<file path="src/rtl/block_rescale_restore_pkg.sv">
// rtl/block_rescale_restore_pkg.sv - block floating point definitions
package block_rescale_restore_pkg;

   localparam int QB_W   = 6;
   localparam int QB_MIN = -32;
   localparam int QB_MAX = 31;

   typedef logic signed [QB_W-1:0] qb_t;

   function automatic qb_t qb_min(input qb_t a, input qb_t b);
      return (a < b) ? a : b;
   endfunction

endpackage

</file>
<file path="src/rtl/block_rescale_restore_if.sv">
// rtl/block_rescale_restore_if.sv - element stream in/out plus block statistics
interface block_rescale_restore_if #(
   parameter int W  = 16,
   parameter int CW = 10
);
   import block_rescale_restore_pkg::*;

   logic         in_valid;
   logic         in_ready;
   logic         in_first;
   logic         in_last;
   logic [W-1:0] in;
   qb_t          block_quant_bit;
   logic         out_valid;
   logic         out_ready;
   logic [W-1:0] out;
   qb_t          out_quant_bit;
   logic         out_last;
   qb_t          quant_bits_min;
   logic [CW-1:0] blk_len;
   logic         blk_done;
   logic         proto_err;

   modport slave (
      input  in_valid, in_first, in_last, in, block_quant_bit, out_ready,
      output in_ready, out_valid, out, out_quant_bit, out_last,
             quant_bits_min, blk_len, blk_done, proto_err
   );

   modport master (
      output in_valid, in_first, in_last, in, block_quant_bit, out_ready,
      input  in_ready, out_valid, out, out_quant_bit, out_last,
             quant_bits_min, blk_len, blk_done, proto_err
   );
endinterface

</file>
<file path="src/rtl/block_rescale_restore_cls_count.sv">
// rtl/block_rescale_restore_cls_count.sv - leading sign bit count minus one
module cls_count #(
   parameter int W   = 16,
   parameter int CLW = $clog2(W)
) (
   input  logic [W-1:0]   m_i,
   output logic [CLW-1:0] cls_o
);

   logic run;

   // Counts bits below the sign that still match it; 0 and all-ones give W-1.
   always_comb begin
      cls_o = '0;
      run   = 1'b1;
      for (int i = W - 2; i >= 0; i--) begin
         if (run && (m_i[i] == m_i[W-1])) begin
            cls_o = cls_o + CLW'(1);
         end else begin
            run = 1'b0;
         end
      end
   end

endmodule

</file>
<file path="src/rtl/block_rescale_restore.sv">
// rtl/block_rescale_restore.sv - renormalize block floating point elements to per-element exponents
module block_rescale_restore
   import block_rescale_restore_pkg::*;
#(
   parameter int W  = 16,
   parameter int CW = 10
) (
   input  logic                  clk,
   input  logic                  rst_n,
   block_rescale_restore_if.slave bus
);

   localparam int CLW  = $clog2(W);
   localparam int QS_W = QB_W + 1;

   logic          en1, en2, acc, ohs;
   logic          beat_first, beat_err;
   qb_t           beat_q;
   logic [CLW-1:0] cls_w;

   logic          in_blk_q;
   logic [CW-1:0] cnt_q;
   qb_t           qexp_q;
   logic          perr_q;

   logic          v1_q, last1_q, first1_q;
   logic [W-1:0]  m1_q;
   qb_t           q1_q;
   logic [CLW-1:0] cls1_q;

   logic          v2_q, last2_q, first2_q;
   logic [W-1:0]  out_q;
   qb_t           oqb_q;

   logic signed [QS_W-1:0] q_ext, head, cls_ext, s_amt, qs;
   logic [W-1:0]  norm_d;
   qb_t           nqb_d;

   qb_t           min_q, qmin_q, run_min_d;
   logic [CW-1:0] ocnt_q, blk_len_q, len_d;
   logic          done_q;

   assign en2 = !v2_q || bus.out_ready;
   assign en1 = !v1_q || en2;
   assign acc = bus.in_valid && en1;
   assign ohs = v2_q && bus.out_ready;

   // A beat arriving outside a block opens one, so stats restart cleanly.
   assign beat_first = bus.in_first || !in_blk_q;
   assign beat_q     = bus.in_first ? bus.block_quant_bit : qexp_q;
   assign beat_err   = (bus.in_first && in_blk_q) || (!bus.in_first && !in_blk_q) ||
                       (!beat_first && (cnt_q == '0));

   cls_count #(.W(W), .CLW(CLW)) u_cls (
      .m_i   (bus.in),
      .cls_o (cls_w)
   );

   always_ff @(posedge clk) begin
      if (!rst_n) begin
         in_blk_q <= 1'b0;
         cnt_q    <= '0;
         qexp_q   <= '0;
         perr_q   <= 1'b0;
      end else if (acc) begin
         in_blk_q <= !bus.in_last;
         cnt_q    <= beat_first ? CW'(1) : cnt_q + CW'(1);
         if (bus.in_first) qexp_q <= bus.block_quant_bit;
         if (beat_err) perr_q <= 1'b1;
      end
   end

   always_ff @(posedge clk) begin
      if (!rst_n) begin
         v1_q     <= 1'b0;
         m1_q     <= '0;
         q1_q     <= '0;
         cls1_q   <= '0;
         last1_q  <= 1'b0;
         first1_q <= 1'b0;
      end else if (en1) begin
         v1_q <= bus.in_valid;
         if (bus.in_valid) begin
            m1_q     <= bus.in;
            q1_q     <= beat_q;
            cls1_q   <= cls_w;
            last1_q  <= bus.in_last;
            first1_q <= beat_first;
         end
      end
   end

   // Shift is capped by the headroom above the exponent floor.
   always_comb begin
      q_ext   = QS_W'(q1_q);
      head    = q_ext + QS_W'(32);
      cls_ext = signed'(QS_W'(cls1_q));
      s_amt   = (cls_ext < head) ? cls_ext : head;
      qs      = q_ext - s_amt;
      if (m1_q == '0) begin
         norm_d = '0;
         nqb_d  = qb_t'(QB_MIN);
      end else begin
         norm_d = m1_q << s_amt;
         nqb_d  = qs[QB_W-1:0];
      end
   end

   always_ff @(posedge clk) begin
      if (!rst_n) begin
         v2_q     <= 1'b0;
         out_q    <= '0;
         oqb_q    <= '0;
         last2_q  <= 1'b0;
         first2_q <= 1'b0;
      end else if (en2) begin
         v2_q <= v1_q;
         if (v1_q) begin
            out_q    <= norm_d;
            oqb_q    <= nqb_d;
            last2_q  <= last1_q;
            first2_q <= first1_q;
         end
      end
   end

   always_comb begin
      run_min_d = first2_q ? oqb_q : qb_min(min_q, oqb_q);
      len_d     = first2_q ? CW'(1) : ocnt_q + CW'(1);
   end

   always_ff @(posedge clk) begin
      if (!rst_n) begin
         min_q     <= '0;
         ocnt_q    <= '0;
         qmin_q    <= '0;
         blk_len_q <= '0;
         done_q    <= 1'b0;
      end else begin
         done_q <= ohs && last2_q;
         if (ohs) begin
            min_q  <= run_min_d;
            ocnt_q <= len_d;
            if (last2_q) begin
               qmin_q    <= run_min_d;
               blk_len_q <= len_d;
            end
         end
      end
   end

   assign bus.in_ready       = en1;
   assign bus.out_valid      = v2_q;
   assign bus.out            = out_q;
   assign bus.out_quant_bit  = oqb_q;
   assign bus.out_last       = last2_q;
   assign bus.quant_bits_min = qmin_q;
   assign bus.blk_len        = blk_len_q;
   assign bus.blk_done       = done_q;
   assign bus.proto_err      = perr_q;

endmodule

</file>
<file path="src/flat_wrapper.sv">
// flat-port wrapper written by rule: the top's interface ports become plain ports
module block_rescale_restore_flat import block_rescale_restore_pkg::*;
#(
   parameter int W  = 16,
   parameter int CW = 10
)
  (clk, rst_n, bus_in_valid, bus_in_first, bus_in_last, bus_in, bus_block_quant_bit, bus_out_ready, bus_in_ready, bus_out_valid, bus_out, bus_out_quant_bit, bus_out_last, bus_quant_bits_min, bus_blk_len, bus_blk_done, bus_proto_err);
  block_rescale_restore_if #(.W(W), .CW(CW)) bus_i ();
  input  logic clk;
  input  logic rst_n;
  input wire logic [$bits(bus_i.in_valid)-1:0] bus_in_valid;
  input wire logic [$bits(bus_i.in_first)-1:0] bus_in_first;
  input wire logic [$bits(bus_i.in_last)-1:0] bus_in_last;
  input wire logic [$bits(bus_i.in)-1:0] bus_in;
  input wire logic [$bits(bus_i.block_quant_bit)-1:0] bus_block_quant_bit;
  input wire logic [$bits(bus_i.out_ready)-1:0] bus_out_ready;
  output wire logic [$bits(bus_i.in_ready)-1:0] bus_in_ready;
  output wire logic [$bits(bus_i.out_valid)-1:0] bus_out_valid;
  output wire logic [$bits(bus_i.out)-1:0] bus_out;
  output wire logic [$bits(bus_i.out_quant_bit)-1:0] bus_out_quant_bit;
  output wire logic [$bits(bus_i.out_last)-1:0] bus_out_last;
  output wire logic [$bits(bus_i.quant_bits_min)-1:0] bus_quant_bits_min;
  output wire logic [$bits(bus_i.blk_len)-1:0] bus_blk_len;
  output wire logic [$bits(bus_i.blk_done)-1:0] bus_blk_done;
  output wire logic [$bits(bus_i.proto_err)-1:0] bus_proto_err;
  assign bus_i.in_valid = bus_in_valid;
  assign bus_i.in_first = bus_in_first;
  assign bus_i.in_last = bus_in_last;
  assign bus_i.in = bus_in;
  assign bus_i.block_quant_bit = bus_block_quant_bit;
  assign bus_i.out_ready = bus_out_ready;
  assign bus_in_ready = bus_i.in_ready;
  assign bus_out_valid = bus_i.out_valid;
  assign bus_out = bus_i.out;
  assign bus_out_quant_bit = bus_i.out_quant_bit;
  assign bus_out_last = bus_i.out_last;
  assign bus_quant_bits_min = bus_i.quant_bits_min;
  assign bus_blk_len = bus_i.blk_len;
  assign bus_blk_done = bus_i.blk_done;
  assign bus_proto_err = bus_i.proto_err;
  block_rescale_restore #(.W(W), .CW(CW)) u_core (.clk(clk), .rst_n(rst_n), .bus(bus_i));
endmodule
</file>
<file path="config.mk">
export PLATFORM = sky130hd
export DESIGN_NAME = block_rescale_restore_flat
export DESIGN_NICKNAME = d
export VERILOG_FILES = /design/src/rtl/block_rescale_restore_pkg.sv /design/src/rtl/block_rescale_restore_if.sv /design/src/rtl/block_rescale_restore_cls_count.sv /design/src/rtl/block_rescale_restore.sv /design/src/flat_wrapper.sv
export SDC_FILE = /design/constraint.sdc
export NUM_CORES = 1
export LEC_CHECK = 0
export ABC_AREA = 1
export CORE_MARGIN = 2
export CORE_UTILIZATION = 40
export CTS_BUF_LIST = sky130_fd_sc_hd__clkbuf_8 sky130_fd_sc_hd__clkbuf_16
export DETAILED_ROUTE_END_ITERATION = 10
export GPL_TIMING_DRIVEN = 0
export SYNTH_ARGS = -nofsm -noshare
export SYNTH_HDL_FRONTEND = slang
export SYNTH_SLANG_ARGS = --single-unit
export TNS_END_PERCENT = 20
</file>
<file path="constraint.sdc">
create_clock -name clk -period 5.3 [get_ports clk]
set_clock_uncertainty 0.15 [all_clocks]
set_input_delay 0.795 -clock clk [delete_from_list [all_inputs] [get_ports clk]]
set_output_delay 0.795 -clock clk [all_outputs]
set_load 0.02 [all_outputs]
</file>
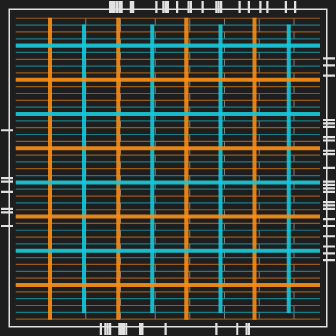
(run_1/floorplan.png)
Pins as bars on the die edge. Tap cells in gray.
legend:
  cyan:
    net: VDD
  orange:
    net: VSS
rows: 44
met4 straps: 8

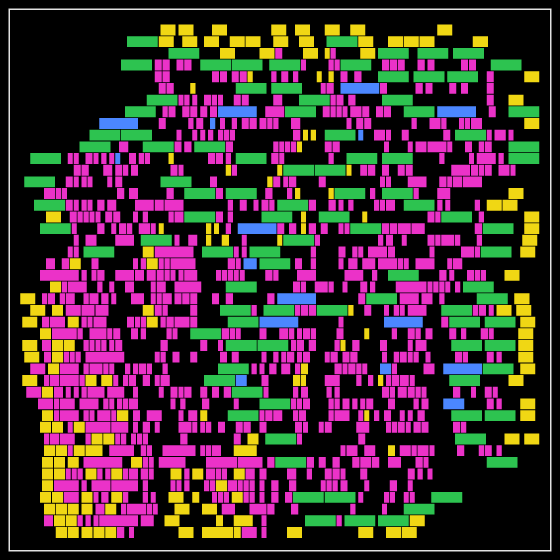
(run_1/class_map.png)
legend:
  blue:
    class: clock drivers and dummy loads
    cells: 16
  yellow:
    class: remaining buffers and delay cells
    cells: 163
  magenta:
    class: remaining logic cells
    cells: 762
  green:
    class: registers
    cells: 99

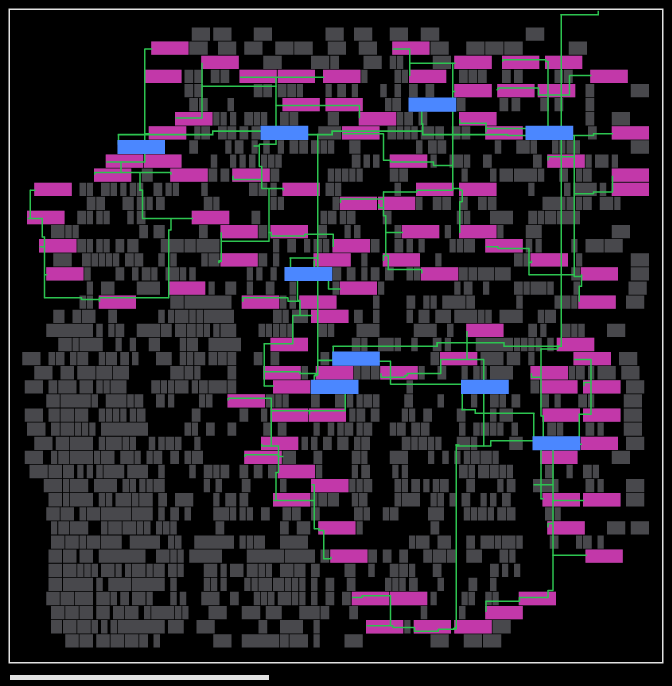
(run_1/clock_wires.png)
The bar under the picture is 50 µm long.
legend:
  magenta:
    item: flip-flops
    count: 99
  blue:
    item: clock-net drivers
    count: 9
  green:
    item: clock wires
    length: 1,310 µm
routed clock nets: 10

==> impl_metrics.yaml, run 1 <==
# flow metrics
job:
  maxCapViolCount: 0
routing:
  drc_errors: 0
  wire_per_inst_um: 13.19
  drtAntennaViolNets: 0
critical_path:
  cpLargestDelayFamily: "buffers and inverters"
  path_buffers: 13
  required_ns: 5.39
  critPathLaunch: "bus_in[15]"
  timing.reg2reg.setup_slack_ns: 1.71
  cp_slowest_cell: "ha_1"
  slowest_delay_ns: 0.29
  worst-path-stages: 39
  rr_endpoint: "u_core.bus.out_quant_bit[5]"
  crit_type: "input port to flip-flop"
  critPathCaptureType: "flip-flop"
finish:
  drive_gt1_share_pct: 14.62
  largestClassByArea: "combinational gates"
  design_area_um2: 7807
  comb_area_share_pct: 45.30
  clockNetworkAreaShare_pct: 3.510
  n_all_buffers: 163
  syn2layout_area_growth_pct: 31.81
  final_cell_mix: "nand2_1 (192), inv_1 (122), o21ai_0 (104), dfxtp_1 (99), a21oi_1 (74)"
  final_util_pct: 53.92
  comb_cells: 631
  finalNonFillerCells: 1224
  lay_top_count: "nand2_1"
  area.share.sequential_pct: 25.38
  num_antenna_cells: 0
  flop-count: 99
run_status:
  violations: "setup timing"
  status: "complete, but fails checks"
clock_network:
  clock_path_buffers: 2
  htreeDepth: 3
  cts.clk_slew.worst_paths_ns: 0.07
  ctsResizeCount: 21
  cts_buffers: 9
placed_design:
  placed_cells: 1150
  placed_area_um2: 6874
power:
  pg_seq_w: 0.000805
  p_sw_share_pct: 32.36
  clock_power_share_pct: 31.4
  power_w: 0.001960
  p_leak_nw: 3.487
  internal_power_w: 0.001326
  p_switching_w: 0.0006343
  clock_net_power_w: 0.000615
synth:
  yosysMostFrequentCell: "nand2_1"
  ys_sh_simple_pct: 27.48
  edf_count: 0
  top_cells_by_area: "dfxtp_1 (33%), nand2_1 (13%), o21ai_0 (8.9%)"
  syn_inst: 896
  top_area_share_pct: 33.46
  common_cells: "nand2_1 (201), inv_1 (125), o21ai_0 (105), dfxtp_1 (99), a21oi_1 (76)"
  top_logic_kind: "simple AND/OR/NAND/NOR gates"
  synth-main-ff-cell: "dfxtp_1"
  synthArstFlopShare_pct: 0
  ys_area_um2: 5923
  synth_area_um2: 5923
  ys_cells: 896
  xor_share_pct: 1.627
  ys_seq_share_pct: 33.46
final_timing:
  slew_headroom_pct: 57.55
  rsz0062_at_grt: "true"
  setup_viol: 3
  min_period_ns: 5.406
  worst_slack_ns: -0.1060
  fin_crit_sh_pct: 102.0
  hold_viol: 0
  worst_pin_slew_ns: 0.6368
floorplanning:
  die_area_um2: 15800
  coreArea_um2: 14480
  initCoreUtil_pct: 40.91
  nWellTaps: 184
  die_h_um: 125.7
worst_hold_path:
  min_path_cells: 1
  hold_path.startpoint: "u_core.cnt_q[9]"
  min_to: "u_core.cnt_q[9]"
global_route:
  grt_pass1_wl_um: 26350
[run 1: layer usage]
layer | share of wire (%) | vias up | GRT usage [%]
met5 | 0 | - | 0
met3 | 3.4 | 23 | 3.526
li1 | - | 3212 | -
met4 | 1.6 | 0 | 4.575
met2 | 45 | 109 | 32.08
met1 | 50 | 2670 | 28.49
[run 1: flip-flops by register name, summed over array words and instances, names as in the netlist, 4 cells and up]
| signal | flops |
|---|---|
| u_core.cls1_q | 4 |
| u_core.ocnt_q | 10 |
| u_core.bus.quant_bits_min | 6 |
| u_core.cnt_q | 10 |
| u_core.bus.blk_len | 10 |
| u_core.m1_q | 16 |
| u_core.bus.out_quant_bit | 6 |
| u_core.q1_q | 6 |
| u_core.min_q | 6 |
| u_core.bus.out | 16 |
==> run_1/congestion_map.png <==
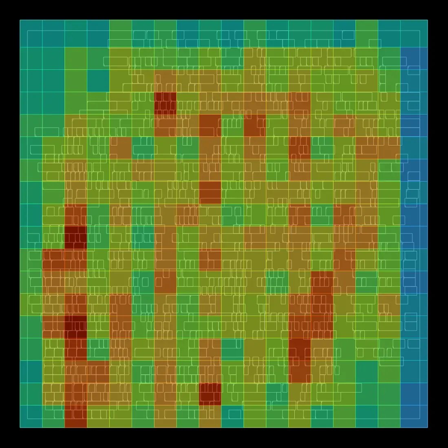

==> run 2: changes to the inputs <==
--- a/config.mk
+++ b/config.mk
@@ -6,11 +6,13 @@
 export NUM_CORES = 1
 export LEC_CHECK = 0
 export ABC_AREA = 1
+export CORE_ASPECT_RATIO = 1.25
 export CORE_MARGIN = 2
 export CORE_UTILIZATION = 40
 export CTS_BUF_LIST = sky130_fd_sc_hd__clkbuf_8 sky130_fd_sc_hd__clkbuf_16
 export DETAILED_ROUTE_END_ITERATION = 10
 export GPL_TIMING_DRIVEN = 0
+export SLEW_MARGIN = 20
 export SYNTH_ARGS = -nofsm -noshare
 export SYNTH_HDL_FRONTEND = slang
 export SYNTH_SLANG_ARGS = --single-unit
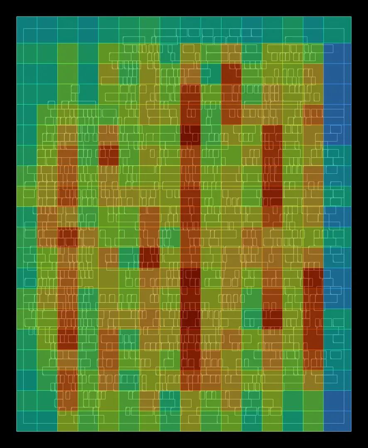
(run_2/congestion_map.png)
most crowded layer after global routing: met2
final core utilization: 53.03%

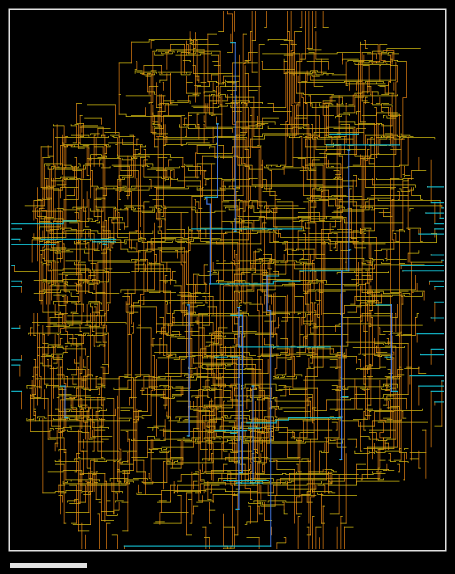
(run_2/layers.png)
The bar under the picture is 20 µm long.
legend:
  cyan:
    layer: M3
    wire_length: 412 µm
  blue:
    layer: M4
    wire_length: 422 µm
  orange:
    layer: M2
    wire_length: 8,200 µm
  yellow:
    layer: M1
    wire_length: 6,830 µm
Vias: 6,040
Detailed Route WL: 15,860 µm

==> run 2 against run 1 <==
Against the previous run:
- the flow still finishes with violations (setup timing)
- via count increased by 0.43%
- combinational power decreased by 1%
- worst hold slack improved by 0.0071 ns
- sequential share of layout area increased by 0.56 points
- first-iteration DRC count decreased by 24%
- area after synthesis unchanged
- global-route usage decreased by 0.29 points
- count of clock-buffer cells in the layout decreased by 1
- largest cell class unchanged
- largest power group unchanged
==> impl_metrics.yaml, run 2 <==
# flow metrics
power:
  combPwrFrac_pct: 25.8
  ir_worst_vdd_mv: 0.1928
  maxPowerGroup: "registers"
  p_switching_w: 0.0006424
  power_w: 0.002058
  p_sw_share_pct: 31.21
  p_leak_nw: 3.403
  clock_power_share_pct: 35.0
  pg_comb_w: 0.000532
  pg_seq_w: 0.000806
  power_density_nw_per_um2: 269.4
  clock_net_power_w: 0.000721
  p_seq_share_pct: 39.1
  internal_power_w: 0.001416
synth:
  ys_seq_share_pct: 33.46
  ys_sh_simple_pct: 27.48
  aoi_share_pct: 20.07
  syn_inst: 896
  edf_count: 0
  synth_area_um2: 5923
  top_cells_by_area: "dfxtp_1 (33%), nand2_1 (13%), o21ai_0 (8.9%)"
  synth-main-ff-cell: "dfxtp_1"
  fa_ha_area_share_pct: 6.253
  yosysMostFrequentCell: "nand2_1"
  top_logic_kind: "simple AND/OR/NAND/NOR gates"
  yosys_warnings: 0
  common_cells: "nand2_1 (201), inv_1 (125), o21ai_0 (105), dfxtp_1 (99), a21oi_1 (76)"
  synthArstFlopShare_pct: 0
  xor_share_pct: 1.627
  ys_area_um2: 5923
  top_area_share_pct: 33.46
  syn_nets: 953
  avgSynthCellArea_um2: 6.611
  synthDistinctLibCells: 45
  post-synth-top-area-cell: "dfxtp_1"
  ys_cells: 896
  ys_sh_mux_pct: 0.3380
  ys_ff: 99
placed_design:
  dpl_worst_slack_ns: -1.142
  placed_area_um2: 6867
  placed_cells: 1144
  place.gp.congestion: 0.9059
  place_hpwl_um: 12020
  port_buffers: 70
global_route:
  met3_usage_pct: 2.250
  grt_pass1_vias: 5696
  use_met1_pct: 22.83
  grtUsageMet2_pct: 36.59
  grt-ovfl-total: 0
  antenna_found_initial: 0
  grt_use_total_pct: 19.82
  grt_pass1_wl_um: 25850
  grt_max_degree: 18
critical_path:
  critPathCaptureType: "flip-flop"
  rr_endpoint: "u_core.bus.out_quant_bit[3]"
  slowest_delay_ns: 0.30
  cp_slowest_cell: "ha_1"
  cpLargestDelayFamily: "adder cells"
  path_buffers: 9
  cp_common_cell: "inv_2"
  required_ns: 5.40
  timing.reg2reg.setup_slack_ns: 1.77
  timing.rr.start: "u_core.q1_q[3]"
  cp_data_arrival_time_ns: 5.44
  path_max_fanout: 5
  ff2ff_path_depth: 16
  crit_end: "u_core.cls1_q[2]"
  crit_type: "input port to flip-flop"
  worst_setup_path_start_kind: "input port"
  critPathLaunch: "bus_in[15]"
  worst-path-stages: 38
final_timing:
  hold_slack_ns: 0.3062
  setup_tns_ns: -0.04425
  slew_viol_final: 0
  min_period_ns: 5.337
  rsz0062_at_grt: "true"
  fin_crit_sh_pct: 100.7
  slew_headroom_pct: 52.12
  worst_pin_slew_ns: 0.7182
  fmax_ghz: 0.1874
  hold_viol: 0
  setup_viol: 2
  worst_slack_ns: -0.03662
clock_network:
  cts_root_buf: "clkbuf_16"
  htreeDepth: 3
  post_cts_buffers: 38
  cts.hold.buffers_added: 0
  cts_sinks: 99
  cts_tree: "yes"
  ctsResizeCount: 29
  clock_path_buffers: 2
  cts.clk_slew.worst_paths_ns: 0.07
  cts_buffers: 9
  clock_latency_ns: 0.35
finish:
  finalNonFillerCells: 1202
  nNetsFinal: 1076
  design_area_um2: 7640
  fillers: 1462
  lay_top_count: "nand2_1"
  syn2layout_area_growth_pct: 28.98
  final_cell_mix: "nand2_1 (196), inv_1 (120), o21ai_0 (104), dfxtp_1 (99), a21oi_1 (74)"
  num_antenna_cells: 0
  drive_gt1_share_pct: 12.79
routing:
  drtAntennaViolNets: 0
  vias_per_cell: 5.025
  drt-met1-wl_um: 6830
  drc_errors: 0
  met2_length_um: 8195
  drt-initial-drc-count: 255
  dr.max_layer_used: "met4"
  first_pass_iters: 5
  wire_per_inst_um: 13.19
  wl_met3_um: 412
floorplanning:
  die_x_um: 112.8
  initCoreUtil_pct: 41.11
  die_h_um: 140.1
  coreArea_um2: 14410
  rows: 49
  die_area_um2: 15800
  boundaryPins: 71
run_status:
  status: "complete, but fails checks"
  violations: "setup timing"
worst_hold_path:
  hold_path.startpoint: "u_core.bus.proto_err"
  min_path_cells: 2
  min_to: "u_core.bus.proto_err"
  hold_path_class: "flip-flop to flip-flop"
job:
  maxCapViolCount: 0
  log.warning_count: 30
[run 2: cell types whose count changed in the layout (fill, tap and decap cells not counted), moves of 2 or more]
cell       delta
buf_4        -15
nand3_1       +3
inv_4         -2
ha_4          -2
nand2_1       +4
nand2_2       -4
nand3_4       -2
inv_1         -2
bufinv_16     +2
nor2_2        +2
[run 2: layout make-up]
cell class / instances / area, µm² / share of cell area [%]
buffer: 35 / 148.9 / 1.949
inverter: 131 / 493.0 / 6.453
clock inverter: 7 / 100.1 / 1.310
timing repair buffer: 112 / 1010 / 13.22
sequential: 99 / 1982 / 25.94
multi-input combinational: 631 / 3458 / 45.27
tap: 178 / 222.7 / 2.915
clock buffer: 9 / 225.2 / 2.948
==> run 3: changes to the inputs <==
--- a/config.mk
+++ b/config.mk
@@ -6,6 +6,7 @@
 export NUM_CORES = 1
 export LEC_CHECK = 0
 export ABC_AREA = 1
+export ABC_CLOCK_PERIOD_IN_PS = 5300
 export CORE_ASPECT_RATIO = 1.25
 export CORE_MARGIN = 2
 export CORE_UTILIZATION = 40
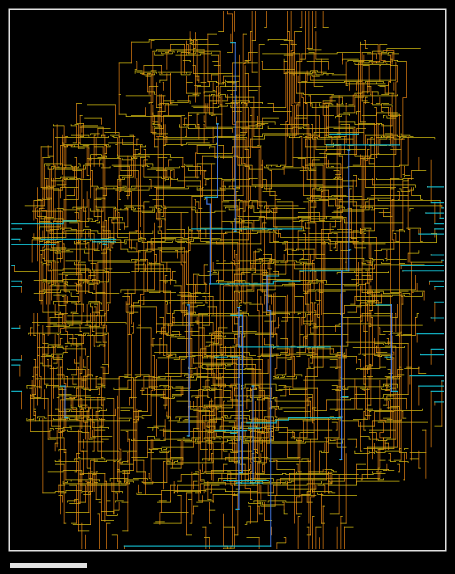
(run_3/layers.png)
The bar under the picture is 20 µm long.
WL per Instance: 13.19 µm
total track usage: 19.82%

==> run 3 against run 2 <==
Against the previous run:
- the flow still finishes with violations (setup timing)
- register-to-register slack about the same
- routed wire length is the same
- sequential power about the same
- final area unchanged
- area after synthesis did not move
- largest power group unchanged
==> impl_metrics.yaml, run 3 <==
# flow metrics
power:
  power_w: 0.002058
  internal_power_w: 0.001416
  ir_worst_vdd_mv: 0.1928
  p_seq_share_pct: 39.1
  combPwrFrac_pct: 25.8
finish:
  area.combinational_um2: 3458
  largestClassByArea: "combinational gates"
  n_all_buffers: 147
  comb_cells: 631
  buf_share_pct: 15.17
  nNetsFinal: 1076
  lay_top_count: "nand2_1"
  nNonClkInverters: 131
  finalNonFillerCells: 1202
  fillers: 1462
clock_network:
  htreeDepth: 3
  cts.clk_slew.worst_paths_ns: 0.07
  cts_tree: "yes"
  cts_buffers: 9
  cts_root_buf: "clkbuf_16"
final_timing:
  fmax_ghz: 0.1874
  worst_slack_ns: -0.03662
  slew_headroom_pct: 52.12
  setup_viol: 2
  worst_pin_slew_ns: 0.7182
  slew_viol_final: 0
  hold_viol: 0
routing:
  drc_errors: 0
  drtAntennaViolNets: 0
  first_pass_iters: 5
  wirelength_um: 15860
  via_count: 6040
  drt-initial-drc-count: 255
synth:
  aoi_share_pct: 20.07
  synth_area_um2: 5923
  post-synth-top-area-cell: "dfxtp_1"
  ys_area_um2: 5923
  synthDistinctLibCells: 45
  ys_ff: 99
  xor_share_pct: 1.627
  top_logic_kind: "simple AND/OR/NAND/NOR gates"
  syn_nets: 953
critical_path:
  ff2ff_path_depth: 16
  timing.reg2reg.setup_slack_ns: 1.77
  path_buffers: 9
  rr_endpoint: "u_core.bus.out_quant_bit[3]"
floorplanning:
  nWellTaps: 178
  rows: 49
  coreArea_um2: 14410
  die_h_um: 140.1
worst_hold_path:
  hold_path.startpoint: "u_core.bus.proto_err"
  hold_path_class: "flip-flop to flip-flop"
run_status:
  status: "complete, but fails checks"
  violations: "setup timing"
placed_design:
  port_buffers: 70
  place_hpwl_um: 12020
  dpl_worst_slack_ns: -1.142
  placed_area_um2: 6867
global_route:
  busiest_layer: "met2"
  grt_pass1_vias: 5696
  grtUsageMet2_pct: 36.59
job:
  maxCapViolCount: 0
  log.warning_count: 30
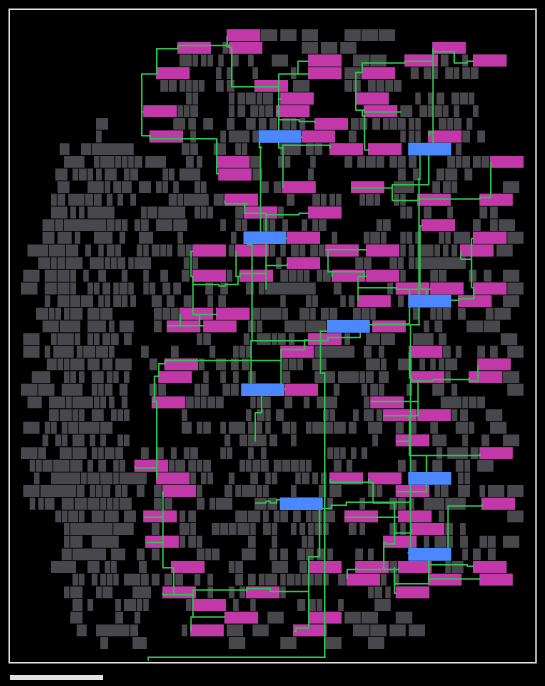
(run_3/clock_wires.png)
The bar under the picture is 20 µm long.
legend:
  magenta:
    item: flip-flops
    count: 99
  blue:
    item: clock-net drivers
    count: 9
  green:
    item: clock wires
    length: 1,280 µm
routed clock nets: 10

## run 3: cell counts after synthesis
No cell type changed its count.
## run 3: power groups by stage
| stage | registers (W) | clock network [W] | logic (W) |
|---|---|---|---|
| CTS | 0.000806 | 0.000733 | 0.000514 |
| global placement | 0.000823 | 0 | 0.000461 |
| detailed placement | 0.000823 | 0 | 0.000464 |
| global route | 0.000810 | 0.000758 | 0.000595 |
| floorplan | 0.000836 | 0 | 0.000303 |
| finish | 0.000806 | 0.000721 | 0.000532 |
## run 3: how the worst min path moves through the flow
stage	end	slack, ns	cells past startpoint
floorplan	u_core.cnt_q[9]	0.27	1
global placement	u_core.cnt_q[9]	0.29	1
detailed placement	u_core.cnt_q[9]	0.29	1
CTS	u_core.bus.proto_err	0.31	2
global route	u_core.cnt_q[9]	0.32	1
finish	u_core.bus.proto_err	0.31	2
Power figures rest on the tool's default switching activity, not on a simulated workload.
